==> src/rtl/oled_text_arbiter.sv <==
// oled_text_arbiter: owns the 64-character text frame for the Pmod OLED driver,
// round-robin arbitrates single-character writes from two requesters, coalesces
// them into rate-limited update pulses and sequences driver power-on after reset.
// Optional feature macro: OLED_SKIP_REDUNDANT_EN -- writes and clears that leave
// the frame unchanged are acknowledged but do not dirty it or start the holdoff.
module oled_text_arbiter #(
    parameter int unsigned POWER_DELAY    = 100,
    parameter int unsigned UPDATE_HOLDOFF = 1000,
    parameter logic [7:0]  BLANK_CHAR     = 8'h20
) (
    input  logic         i_clk,
    input  logic         i_rst,
    input  logic         i_a_valid,
    output logic         o_a_ready,
    input  logic [5:0]   i_a_addr,
    input  logic [7:0]   i_a_char,
    input  logic         i_b_valid,
    output logic         o_b_ready,
    input  logic [5:0]   i_b_addr,
    input  logic [7:0]   i_b_char,
    input  logic         i_clear,
    input  logic         i_flush,
    input  logic         i_oled_busy,
    output logic         o_power_on,
    output logic         o_update,
    output logic [511:0] o_display_data,
    output logic         o_dirty
);

    localparam int unsigned PwrW  = (POWER_DELAY > 1) ? $clog2(POWER_DELAY) : 1;
    localparam int unsigned HoldW = (UPDATE_HOLDOFF > 1) ? $clog2(UPDATE_HOLDOFF) : 1;

    typedef enum logic [2:0] {
        StPwrWait,
        StIdle,
        StHold,
        StUpd,
        StBusy
    } state_e;

    state_e           r_state;
    state_e           w_state_next;
    logic [PwrW-1:0]  r_pwr_cnt;
    logic [HoldW-1:0] r_hold_cnt;
    logic [1:0]       r_busy_cnt;
    logic             r_power_on;
    logic             r_dirty;
    logic             r_rr_b;
    logic [7:0]       r_frame [64];

    logic             w_win;
    logic             w_a_gnt;
    logic             w_b_gnt;
    logic             w_wr_en;
    logic             w_clr_en;
    logic             w_mark;
    logic [5:0]       w_wr_addr;
    logic [7:0]       w_wr_char;

    // Write window and round-robin grant; a clear steals the cycle from both requesters
    always_comb begin
        w_win     = (r_state == StIdle) || (r_state == StHold);
        w_a_gnt   = w_win && !i_clear && i_a_valid && (!i_b_valid || !r_rr_b);
        w_b_gnt   = w_win && !i_clear && i_b_valid && (!i_a_valid || r_rr_b);
        w_wr_en   = w_a_gnt || w_b_gnt;
        w_wr_addr = w_a_gnt ? i_a_addr : i_b_addr;
        w_wr_char = w_a_gnt ? i_a_char : i_b_char;
        w_clr_en  = w_win && i_clear;
    end

`ifdef OLED_SKIP_REDUNDANT_EN
    logic w_wr_diff;
    logic w_clr_diff;

    // Only writes/clears that actually change a stored byte dirty the frame
    always_comb begin
        w_wr_diff  = (r_frame[w_wr_addr] != w_wr_char);
        w_clr_diff = 1'b0;
        for (int i = 0; i < 64; i++) begin
            if (r_frame[i] != BLANK_CHAR) begin
                w_clr_diff = 1'b1;
            end
        end
        w_mark = (w_wr_en && w_wr_diff) || (w_clr_en && w_clr_diff);
    end
`else
    // Every accepted write or clear dirties the frame
    assign w_mark = w_wr_en || w_clr_en;
`endif

    // Next-state: power-up wait, coalescing holdoff, update pulse, driver busy wait
    always_comb begin
        w_state_next = r_state;
        case (r_state)
            StPwrWait: begin
                if (r_pwr_cnt == PwrW'(POWER_DELAY - 1)) w_state_next = StIdle;
            end
            StIdle: begin
                if (i_flush)     w_state_next = StUpd;
                else if (w_mark) w_state_next = StHold;
            end
            StHold: begin
                if (i_flush || (r_hold_cnt == '0)) w_state_next = StUpd;
            end
            StUpd: begin
                w_state_next = StBusy;
            end
            StBusy: begin
                // oled_busy may lag the update pulse, so only trust it after two cycles
                if ((r_busy_cnt == 2'd2) && !i_oled_busy) w_state_next = StIdle;
            end
            default: begin
                w_state_next = StPwrWait;
            end
        endcase
    end

    // State register, counters, power_on, dirty flag and round-robin pointer
    always_ff @(posedge i_clk or posedge i_rst) begin
        if (i_rst) begin
            r_state    <= StPwrWait;
            r_pwr_cnt  <= '0;
            r_hold_cnt <= '0;
            r_busy_cnt <= '0;
            r_power_on <= 1'b0;
            r_dirty    <= 1'b0;
            r_rr_b     <= 1'b0;
        end else begin
            r_state <= w_state_next;
            if (r_state == StPwrWait) begin
                r_pwr_cnt <= r_pwr_cnt + 1'b1;
                if (w_state_next == StIdle) r_power_on <= 1'b1;
            end
            // Holdoff loads only on entry so later writes cannot postpone the update
            if ((r_state == StIdle) && (w_state_next == StHold)) begin
                r_hold_cnt <= HoldW'(UPDATE_HOLDOFF - 1);
            end else if ((r_state == StHold) && (r_hold_cnt != '0)) begin
                r_hold_cnt <= r_hold_cnt - 1'b1;
            end
            if (r_state == StUpd) begin
                r_busy_cnt <= '0;
            end else if ((r_state == StBusy) && (r_busy_cnt != 2'd2)) begin
                r_busy_cnt <= r_busy_cnt + 1'b1;
            end
            if (r_state == StUpd) begin
                r_dirty <= 1'b0;
            end else if (w_mark) begin
                r_dirty <= 1'b1;
            end
            if (w_a_gnt) begin
                r_rr_b <= 1'b1;
            end else if (w_b_gnt) begin
                r_rr_b <= 1'b0;
            end
        end
    end

    // Frame buffer: blank fill on reset/clear, otherwise the granted character write
    always_ff @(posedge i_clk or posedge i_rst) begin
        if (i_rst) begin
            for (int i = 0; i < 64; i++) begin
                r_frame[i] <= BLANK_CHAR;
            end
        end else if (w_clr_en) begin
            for (int i = 0; i < 64; i++) begin
                r_frame[i] <= BLANK_CHAR;
            end
        end else if (w_wr_en) begin
            r_frame[w_wr_addr] <= w_wr_char;
        end
    end

    // Position 0 sits in the most significant byte of the driver frame
    always_comb begin
        o_display_data = '0;
        for (int i = 0; i < 64; i++) begin
            o_display_data[511 - 8*i -: 8] = r_frame[i];
        end
    end

    assign o_a_ready  = w_a_gnt;
    assign o_b_ready  = w_b_gnt;
    assign o_power_on = r_power_on;
    assign o_update   = (r_state == StUpd);
    assign o_dirty    = r_dirty;

endmodule
==> config.mk <==
export PLATFORM = sky130hd
export DESIGN_NAME = oled_text_arbiter
export DESIGN_NICKNAME = d
export VERILOG_FILES = /design/src/rtl/oled_text_arbiter.sv
export SDC_FILE = /design/constraint.sdc
export NUM_CORES = 1
export LEC_CHECK = 0
export ABC_AREA = 1
export CAP_MARGIN = 20
export CORE_AREA = 2 2 217 219
export CTS_CLUSTER_DIAMETER = 30
export DETAILED_ROUTE_END_ITERATION = 6
export DIE_AREA = 0 0 219 221
export GPL_ROUTABILITY_DRIVEN = 1
export PLACE_DENSITY = 0.78
export SLEW_MARGIN = 20
export SYNTH_ARGS = -nofsm -noshare
export SYNTH_HDL_FRONTEND = slang
export SYNTH_SLANG_ARGS = --single-unit
==> constraint.sdc <==
create_clock -name i_clk -period 51.9 [get_ports i_clk]
set_input_delay 15.57 -clock i_clk [delete_from_list [all_inputs] [get_ports i_clk]]
set_output_delay 15.57 -clock i_clk [all_outputs]
set_load 0.05 [all_outputs]
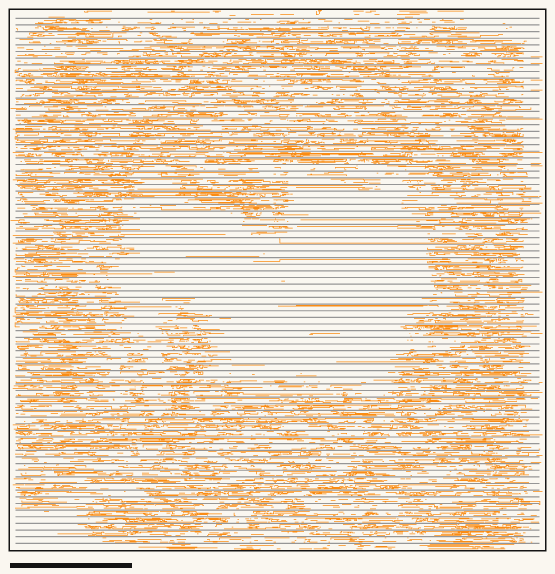
Figure 1: run 1, metal 1.
The bar under the picture is 50 um long. Supply wires on this layer in gray.
- nets with wire on the layer: 2530
- main direction: horizontal
count of vias placed by the detailed router: 19400
global routing usage on met1: 0.363
Routed WL: 74200 um

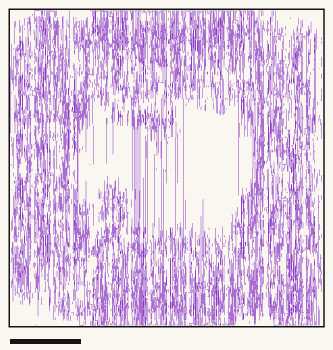
Figure 2: run 1, M2 wires.
The bar under the picture is 50 um long.
- longest straight run: 104 um
- wire length on this layer: 35.8 mm
- nets with wire on the layer: 2414
- share of all routed wire: 48%
- main direction: vertical
met2 track demand over resource in global routing: 0.494

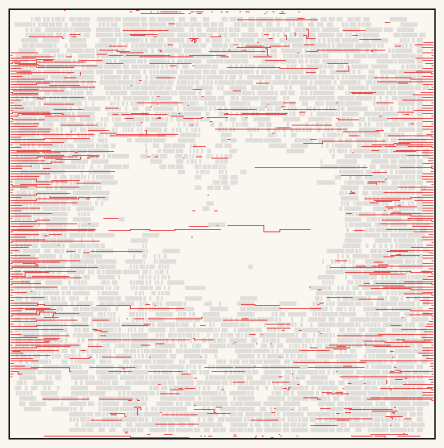
Figure 3: run 1, met3 routing.
Cells faint in the background.
- wire length on this layer: 7170 um
- share of all routed wire: 9.7%
- longest straight run: 67.6 um
- nets with wire on the layer: 428
- main direction: horizontal
met3 usage: 0.0898

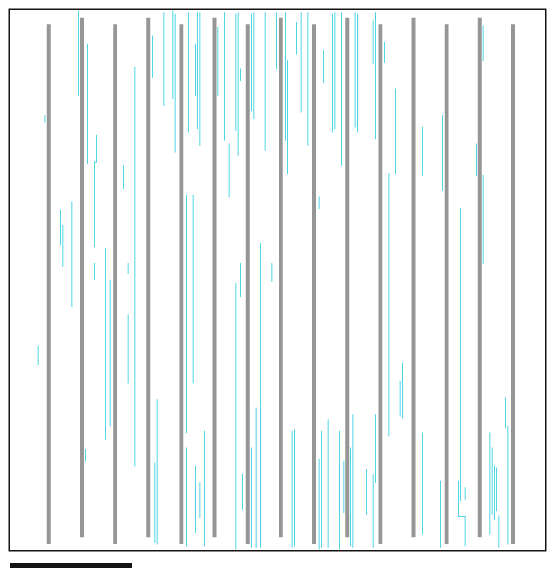
Figure 4: run 1, signal wires on met4.
The bar under the picture is 50 um long. Supply wires on this layer in gray.
- share of all routed wire: 5.1%
- main direction: vertical
- nets with wire on the layer: 77
- longest straight run: 163 um
- wire length on this layer: 3750 um

==> metrics.csv, run 1 <==
metric,value,unit
outcome,completed,
drt_iter0_drc,1843,
power_sequential,0.000420,W
avgViaCountPerCell,5.69,
post-route-period-util,0.648,
core.rowCount,79,
max-vdd-ir-drop,0.0000359,V
crit_path_max_fanout,24,
power_frac_comb,0.022,
synthAoiAreaFrac,0.112,
finish.utilization,0.677,
globalplace.congestion,0.805,
crit_path_start_kind,primary input,
grt_pass1_wl,114000,um
postCtsResizedCells,0,
min_path_type,register to register,
synth_sequential_area_ratio,0.616,
final_max_slew_viol_count,0,
total_placed_cells_including_tap_cells,3223,
chipHeight,221,um
nNetsFinal,2759,
postRouteAntennaNets,0,
clk_root_buffer_cell,clkbuf_16,
r2r-end,o_display_data[101],
timing.critical_path.cells,"clkdlybuf4s50_1, a21boi_4, nand3_4, inv_2, clkdlybuf4s50_1",
muxShareOfSynthArea,0,
critical_path_at,18.04,ns
worst-path-buf-inv,3,
setup-tns-final,0,ns
post_synth_inst_count,2237,
synthAdderAreaFrac,0.00228,
h-tree-depth,3,
maxPowerGroup,the clock network,
edff_count_synth,0,
reg2reg_slack,47.61,ns
synth.yosys.num_cells,2237,
drc,0,
final.setup.worst_slack,18.29,ns
cts_num_sinks,537,
startpoint,i_a_valid,
grt_max_degree,125,
post_cts_buffers,0,
crit-reg2reg-launch,r_state[0],
synth_async_sr_flop_share,1.00,
io_buffers,551,
dpl_worst_slack,18.31,ns
final_area,31200,um^2
maxUsedRoutingLayer,met5,
n_fill_cell,3341,
critical-path-max-stage-delay,0.84,ns
timing.critical_path.slowest_stage_cell,clkdlybuf4s50_1,
met3WireLength,7170,um
yosys.stat.chipArea,21900,um^2
cts_inserted_buffers,101,
tritoncts,yes,
syn_avg_cell_area,9.81,um^2
required,36.33,ns
final_tally_of_hold_violations,0,
floorplan.core_area,46100,um^2
grt.overflow.total,0,
final-seq-area,13500,um^2
antenna_violations_before_repair,8,
whs_endpoint,o_power_on,
chipArea,48400,um^2
post_synth_num_cell_types,36,
r2r_cells,10,
switching_share,0.215,
postSynth.topFlopCell,dfrtp_1,
netSwitchingPower,0.000245,W
synth.comb.largest_family,simple AND/OR/NAND/NOR gates,
power_report.internal_total,0.000895,W
timing_worst_setup_path_type,primary input to output pin,
yosys.area_share.simple,0.193,
share_seq_of_total_power,0.368,
grt_setup_unrepaired,false,
most-common-layout-cells,"nand3_1 (586), clkdlybuf4s50_1 (551), dfrtp_1 (473)",
## run 1: cells in the mapped netlist (all sizes together) (8+ instances only)
cell type / n / area share
o21ai: 465 / 0.11
nand4: 9 / 0.0029
nand2: 204 / 0.040
inv: 177 / 0.030
nor2: 30 / 0.011
xor2: 8 / 0.0032
dfstp: 64 / 0.077
dfrtp: 473 / 0.54
clkbuf: 89 / 0.015
nand3: 590 / 0.14
buf: 100 / 0.027
## run 1: final cells by class
cell class / instances / area share
Inverter: 177 / 0.0216
Multi-Input combinational cell: 1334 / 0.221
Timing Repair Buffer: 569 / 0.182
Tap cell: 607 / 0.0243
Clock inverter: 63 / 0.0277
Clock buffer: 126 / 0.0906
Sequential cell: 537 / 0.433
Antenna cell: 3 / 0.000241
## Run 2: what changed since run 1
--- a/config.mk
+++ b/config.mk
@@ -7,12 +7,12 @@
 export LEC_CHECK = 0
 export ABC_AREA = 1
 export CAP_MARGIN = 20
-export CORE_AREA = 2 2 217 219
+export CORE_MARGIN = 2
+export CORE_UTILIZATION = 49
 export CTS_CLUSTER_DIAMETER = 30
 export DETAILED_ROUTE_END_ITERATION = 6
-export DIE_AREA = 0 0 219 221
 export GPL_ROUTABILITY_DRIVEN = 1
-export PLACE_DENSITY = 0.78
+export PLACE_DENSITY = 0.8
 export SLEW_MARGIN = 20
 export SYNTH_ARGS = -nofsm -noshare
 export SYNTH_HDL_FRONTEND = slang
==> constraint.sdc (replaced) <==
create_clock -name i_clk -period 32.1 [get_ports i_clk]
set_input_delay 9.63 -clock i_clk [delete_from_list [all_inputs] [get_ports i_clk]]
set_output_delay 9.63 -clock i_clk [all_outputs]
set_load 0.05 [all_outputs]
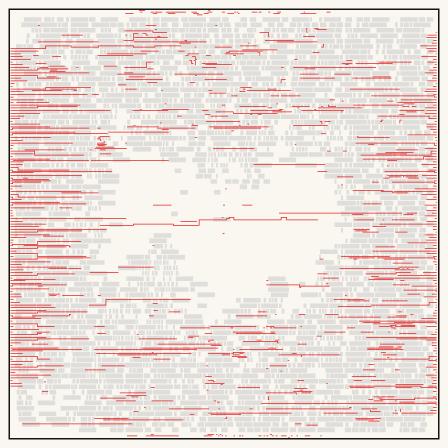
Figure 5: run 2, met3 routing.
Cells faint in the background.
- main direction: horizontal
- wire length on this layer: 7120 um
- nets with wire on the layer: 474
Routed WL: 75500 um
count of vias placed by the detailed router: 19700

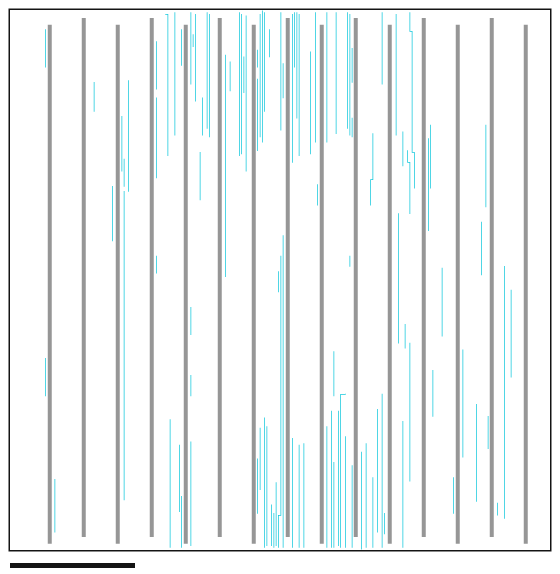
Figure 6: run 2, signal wires on met4.
The bar under the picture is 50 um long. Supply wires on this layer in gray.
- share of all routed wire: 5.0%
- nets with wire on the layer: 82
- main direction: vertical
- wire length on this layer: 3800 um

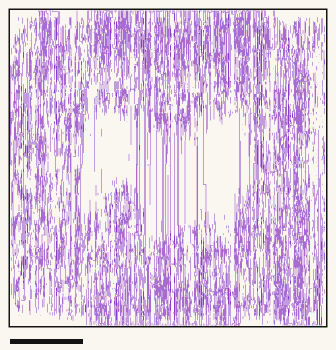
Figure 7: run 2, M2 wires.
The bar under the picture is 50 um long.
- longest straight run: 120 um
- nets with wire on the layer: 2412
- wire length on this layer: 36.6 mm
- share of all routed wire: 48%
met2 track demand over resource in global routing: 0.530

==> metrics.csv, run 2 <==
metric,value,unit,change
yosys.stat.chipArea,21900,um^2,unchanged
crit-reg2reg-launch,r_state[2],,
startpoint,i_clear,,
post-route-period-util,0.680,,
required,22.47,ns,-13.86 ns
muxShareOfSynthArea,0,,unchanged
h-tree-depth,3,,unchanged
synthAoiAreaFrac,0.112,,unchanged
final_area,31400,um^2,+0.67%
synth.yosys.num_cells,2237,,unchanged
final-seq-area,13500,um^2,unchanged
final_tally_of_hold_violations,0,,unchanged
post_cts_buffers,0,,unchanged
netSwitchingPower,0.000405,W,+65%
switching_share,0.213,,-0.00165
worst-path-buf-inv,4,,+1
most-common-layout-cells,"nand3_1 (586), clkdlybuf4s50_1 (551), dfrtp_1 (473)",,
timing_worst_setup_path_type,primary input to output pin,,
clkCellAreaFrac,0.124,,+0.00595
final.setup.worst_slack,10.26,ns,-8.03 ns
r2r-end,o_display_data[479],,
outcome,completed,,
whs_endpoint,o_power_on,,
setup-tns-final,0,ns,unchanged
design.seq.count,537,,unchanged
antenna_violations_before_repair,7,,-1
post_synth_inst_count,2237,,unchanged
synth_sequential_area_ratio,0.616,,unchanged
n_fill_cell,3048,,-8.8%
chipHeight,216,um,-2.5%
crit_path_start_kind,primary input,,
synth.top_cells.by_area,"dfrtp_1 (54%), nand3_1 (13%), o21ai_0 (7.9%), dfstp_2 (7.7%), inv_1 (3.0%)",,
grt_max_degree,179,,+43%
chipArea,46500,um^2,-4.0%
finish.utilization,0.710,,+0.0329
postRouteAntennaNets,0,,unchanged
synthAdderAreaFrac,0.00228,,unchanged
most_numerous_cell_types_in_the_synthesized_netlist,"nand3_1 (586), dfrtp_1 (473), o21ai_0 (345), inv_1 (174), nand2_1 (166)",,
globalplace.congestion,0.871,,+8.2%
tritoncts,yes,,
yosys.area_share.simple,0.193,,unchanged
synth.comb.largest_family,simple AND/OR/NAND/NOR gates,,
total_placed_cells_including_tap_cells,3207,,-0.50%
power_frac_comb,0.022,,about the same
drt_iter0_drc,1943,,+5.4%
logic_gates,1334,,unchanged
num-clock-buffers,153,,+21%
[run 2: power groups by stage]
stage | Sequential [W] | Clock (W) | Combinational [W]
2_1_floorplan | 0.000690 | 0 | 0.0000234
3_3_place_gp | 0.000689 | 0 | 0.0000406
3_5_place_dp | 0.000689 | 0 | 0.0000414
4_1_cts | 0.000679 | 0.00118 | 0.0000417
5_1_grt | 0.000679 | 0.00122 | 0.0000450
6_report | 0.000679 | 0.00118 | 0.0000412
[run 2: per-layer routing]
metal	share of wire	track usage
met1	0.37	0.383
met2	0.48	0.530
met3	0.094	0.0911
met4	0.050	0.173
met5	0.00036	0
[run 2: kinds of logic after synthesis]
group                    after synthesis
flip-flops                           537
XOR/XNOR                              10
buffers and inverters                366
AND/OR/NAND/NOR                      844
AND-OR/OR-AND                        476
adder cells (fa/ha/maj)                4
## Run 3: what changed since run 2
--- a/config.mk
+++ b/config.mk
@@ -8,11 +8,11 @@
 export ABC_AREA = 1
 export CAP_MARGIN = 20
 export CORE_MARGIN = 2
-export CORE_UTILIZATION = 49
+export CORE_UTILIZATION = 45
 export CTS_CLUSTER_DIAMETER = 30
 export DETAILED_ROUTE_END_ITERATION = 6
 export GPL_ROUTABILITY_DRIVEN = 1
-export PLACE_DENSITY = 0.8
+export PLACE_DENSITY = 0.77
 export SLEW_MARGIN = 20
 export SYNTH_ARGS = -nofsm -noshare
 export SYNTH_HDL_FRONTEND = slang
==> constraint.sdc (replaced) <==
create_clock -name i_clk -period 18.4 [get_ports i_clk]
set_input_delay 5.52 -clock i_clk [delete_from_list [all_inputs] [get_ports i_clk]]
set_output_delay 5.52 -clock i_clk [all_outputs]
set_load 0.05 [all_outputs]
==> metrics.csv, run 3 <==
metric,value,unit,change
globalplace.congestion,0.819,,-6.0%
top_area_cell,dfrtp_1,,
io_buffers,551,,
run.stop_error,"[ERROR RCX-0544] Connection and drawing faults: 1, in 1 nets (warnings RCX-0540 to RCX-0555, RCX-0564 and RCX-0565). The parasitics of these nets may be wrong, so none...",,
clk_root_buffer_cell,clkbuf_16,,
boundaryPins,552,,
grt_pass1_vias,18900,,
dpl-instance-area,27500,um^2,
edff_count_synth,0,,
synth_sequential_area_ratio,0.616,,unchanged
place.detailed.hpwl,45800,um,
top_cell,nand3_1,,
synthesis.yosys.warnings,0,,
post_synth_num_cell_types,36,,
lastStage,final report (6_report),,
most_numerous_cell_types_in_the_synthesized_netlist,"nand3_1 (586), dfrtp_1 (473), o21ai_0 (345), inv_1 (174), nand2_1 (166)",,
dpl_worst_slack,4.84,ns,
syn_avg_cell_area,9.81,um^2,
synth.ff_latch_count,537,,
cts_inserted_buffers,108,,
postRouteAntennaNets,0,,unchanged
outcome,stopped before the end,,
grt_max_degree,234,,+31%
post_synth_inst_count,2237,,unchanged
fp_util,0.457,,
post_cts_buffers,0,,unchanged
count_of_vias_placed_by_the_detailed_router,19300,,-1.9%
yosys.stat.chipArea,21900,um^2,unchanged
all_layer_global_routing_usage,0.291,,
h-tree-depth,3,,unchanged
cts-root-to-sink-buffers,3,,
post_cts_hold_buffer_count,0,,
core.rowCount,80,,
die.size.x,225,um,
postSynthNetCount,2276,,
synth_async_sr_flop_share,1.00,,
synth.cell_area,21900,um^2,
antenna_violations_before_repair,10,,+3
synth.yosys.num_cells,2237,,unchanged
top_cell_area_share,0.540,,
detail_route.first_pass.iterations,5,,
drt_iter0_drc,1514,,-22%
chipHeight,225,um,+4.3%
postSynth.topFlopCell,dfrtp_1,,
cts_num_sinks,537,,
postCtsResizedCells,0,,
grt.overflow.total,0,,
synth.top_cells.by_area,"dfrtp_1 (54%), nand3_1 (13%), o21ai_0 (7.9%), dfstp_2 (7.7%), inv_1 (3.0%)",,
total_placed_cells_including_tap_cells,3233,,+0.81%
grt_pass1_wl,113000,um,
routed_wl,74600,um,-1.3%
## run 3: cell counts after synthesis
Identical to the previous run, type by type.
## run 3: cells by family after synthesis
| kind of cell | count (synthesis) | synth area share |
|---|---|---|
| XOR/XNOR | 10 | 0.00399 |
| buffers and inverters | 366 | 0.0725 |
| adder cells (fa/ha/maj) | 4 | 0.00228 |
| flip-flops | 537 | 0.616 |
| AND/OR/NAND/NOR | 844 | 0.193 |
| AND-OR/OR-AND | 476 | 0.112 |
## run 3: routing by layer
metal / vias up / wire (um) / global-route usage
li1: 8629 / - / -
met1: 9557 / 28100 / 0.348
met2: 916 / 36400 / 0.480
met3: 174 / 7180 / 0.100
met4: 10 / 2790 / 0.122
met5: - / 59 / 0
## Run 4: what changed since run 3
--- a/config.mk
+++ b/config.mk
@@ -8,11 +8,10 @@
 export ABC_AREA = 1
 export CAP_MARGIN = 20
 export CORE_MARGIN = 2
-export CORE_UTILIZATION = 45
-export CTS_CLUSTER_DIAMETER = 30
+export CORE_UTILIZATION = 36
 export DETAILED_ROUTE_END_ITERATION = 6
 export GPL_ROUTABILITY_DRIVEN = 1
-export PLACE_DENSITY = 0.77
+export PLACE_DENSITY_LB_ADDON = 0.15
 export SLEW_MARGIN = 20
 export SYNTH_ARGS = -nofsm -noshare
 export SYNTH_HDL_FRONTEND = slang
==> constraint.sdc (replaced) <==
create_clock -name i_clk -period 23.9 [get_ports i_clk]
set_input_delay 7.17 -clock i_clk [delete_from_list [all_inputs] [get_ports i_clk]]
set_output_delay 7.17 -clock i_clk [all_outputs]
set_load 0.05 [all_outputs]
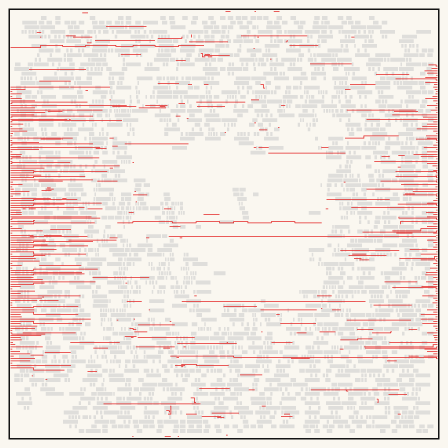
Figure 8: run 4, met3 routing.
Cells faint in the background.
- share of all routed wire: 8.0%
- main direction: horizontal
- nets with wire on the layer: 330
- longest straight run: 156 um
- wire length on this layer: 6070 um
count of vias placed by the detailed router: 18100
Routed WL: 76300 um
met3 usage: 0.0681

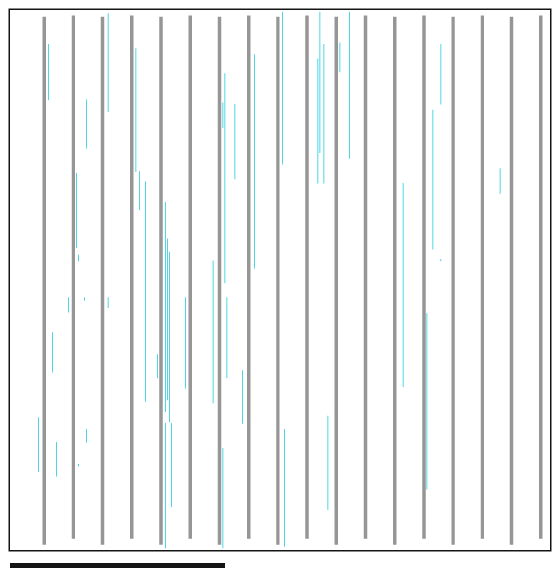
Figure 9: run 4, signal wires on met4.
The bar under the picture is 100 um long. Supply wires on this layer in gray.
- share of all routed wire: 2.5%
- longest straight run: 102 um
- wire length on this layer: 1920 um
- main direction: vertical

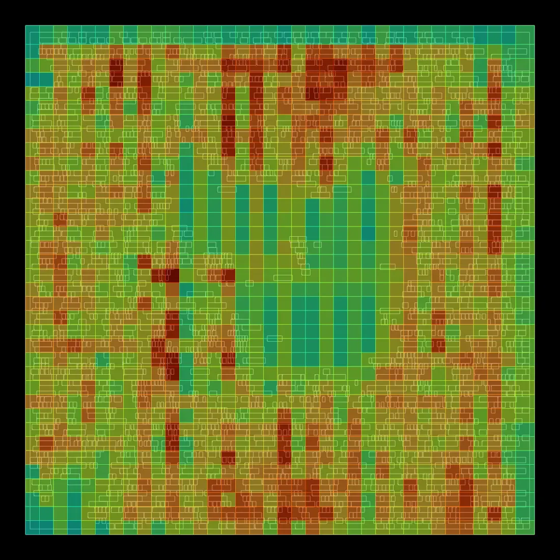
Figure 10: run 4, routing congestion map.
all-layer global routing usage: 0.237
global routing usage on met1: 0.306

==> metrics.csv, run 4 <==
metric,value,unit,change
outcome,completed,,
chipHeight,251,um,+12%
postCtsResizedCells,0,,unchanged
final.setup.worst_slack,7.04,ns,
synthesis.yosys.warnings,0,,unchanged
synth.cell_area,21900,um^2,unchanged
fp_util,0.364,,-0.0934
met3WireLength,6070,um,-16%
postSynth.topFlopCell,dfrtp_1,,
dpl_worst_slack,7.05,ns,+2.20 ns
grt.overflow.total,0,,unchanged
detail_route.first_pass.iterations,5,,unchanged
synth.yosys.num_cells,2237,,unchanged
post_drt_wl_per_cell,21.7,um,
post_synth_num_cell_types,36,,unchanged
cts_num_sinks,537,,unchanged
h-tree-depth,2,,-1
clk_root_buffer_cell,clkbuf_16,,
top_area_cell,dfrtp_1,,
pwr.group.combinational,0.0000578,W,
most_numerous_cell_types_in_the_synthesized_netlist,"nand3_1 (586), dfrtp_1 (473), o21ai_0 (345), inv_1 (174), nand2_1 (166)",,
cts_inserted_buffers,59,,-45%
dpl-instance-area,27800,um^2,+0.85%
synth.ff_latch_count,537,,unchanged
top_cell,nand3_1,,
edff_count_synth,0,,unchanged
post_cts_hold_buffer_count,0,,unchanged
post_cts_buffers,0,,unchanged
io_buffers,551,,unchanged
drt_iter0_drc,1460,,-3.6%
synth_sequential_area_ratio,0.616,,unchanged
critical_path_at,9.69,ns,
detailroute.wirelength.met2,36000,um,-1.0%
globalplace.congestion,0.798,,-2.6%
postRouteAntennaNets,0,,unchanged
power.share.clock,0.479,,
syn_avg_cell_area,9.81,um^2,unchanged
final_area,29700,um^2,
switching_share,0.230,,
most-common-layout-cells,"nand3_1 (586), clkdlybuf4s50_1 (551), dfrtp_1 (473)",,
r2r-end,o_display_data[424],,
post_synth_inst_count,2237,,unchanged
postSynthNetCount,2276,,unchanged
m1WireLength,32300,um,+15%
grt_max_degree,219,,-6.4%
boundaryPins,552,,unchanged
total_placed_cells_including_tap_cells,3400,,+5.2%
antenna_violations_before_repair,7,,-3
grt_pass1_wl,114000,um,+1.3%
place.detailed.hpwl,47500,um,+3.7%
p_clk,0.000889,W,
final_tally_of_hold_violations,0,,
layout.cells.non_filler,3514,,
die.size.x,251,um,+12%
synth_async_sr_flop_share,1.00,,unchanged
core.rowCount,90,,+13%
met2_track_demand_over_resource_in_global_routing,0.390,,-0.0906
cts-root-to-sink-buffers,3,,unchanged
synth.top_cells.by_area,"dfrtp_1 (54%), nand3_1 (13%), o21ai_0 (7.9%), dfstp_2 (7.7%), inv_1 (3.0%)",,
yosys.stat.chipArea,21900,um^2,unchanged
grt_pass1_vias,17500,,-7.3%
timing.critical_path.depth,5,,
maxUsedRoutingLayer,met5,,
grt_busiest_layer,met2,,
top_cell_area_share,0.540,,unchanged
timing.critical_path.to,o_a_ready,,
timing.critical_path.cells,"clkdlybuf4s50_1, a21boi_4, nand3_4, inv_2, clkdlybuf4s50_1",,
==> run 4: cell counts after synthesis <==
Identical to the previous run, type by type.
==> run 4: kinds of logic (layout without fill, tap and decap cells) <==
logic type,Yosys count,after routing,synth area share
simple gates,844,844,0.193
flops,537,537,0.616
compound gates,476,476,0.112
buf+inv,366,858,0.0725
xor+xnor,10,10,0.00399
fa+ha+maj,4,4,0.00228
other cells,0,3,0
==> run 4: layout make-up <==
| type | count | area (um^2) |
|---|---|---|
| tap | 782 | 978 |
| clock inverter | 22 | 196 |
| clock buffer | 89 | 1690 |
| timing repair buffer | 570 | 5710 |
| multi-input combinational | 1334 | 6890 |
| antenna | 3 | 7.51 |
| fill | 5489 | 30600 |
| inverter | 177 | 672 |
| sequential | 537 | 13500 |
Power is estimated from default activity; no workload was simulated.
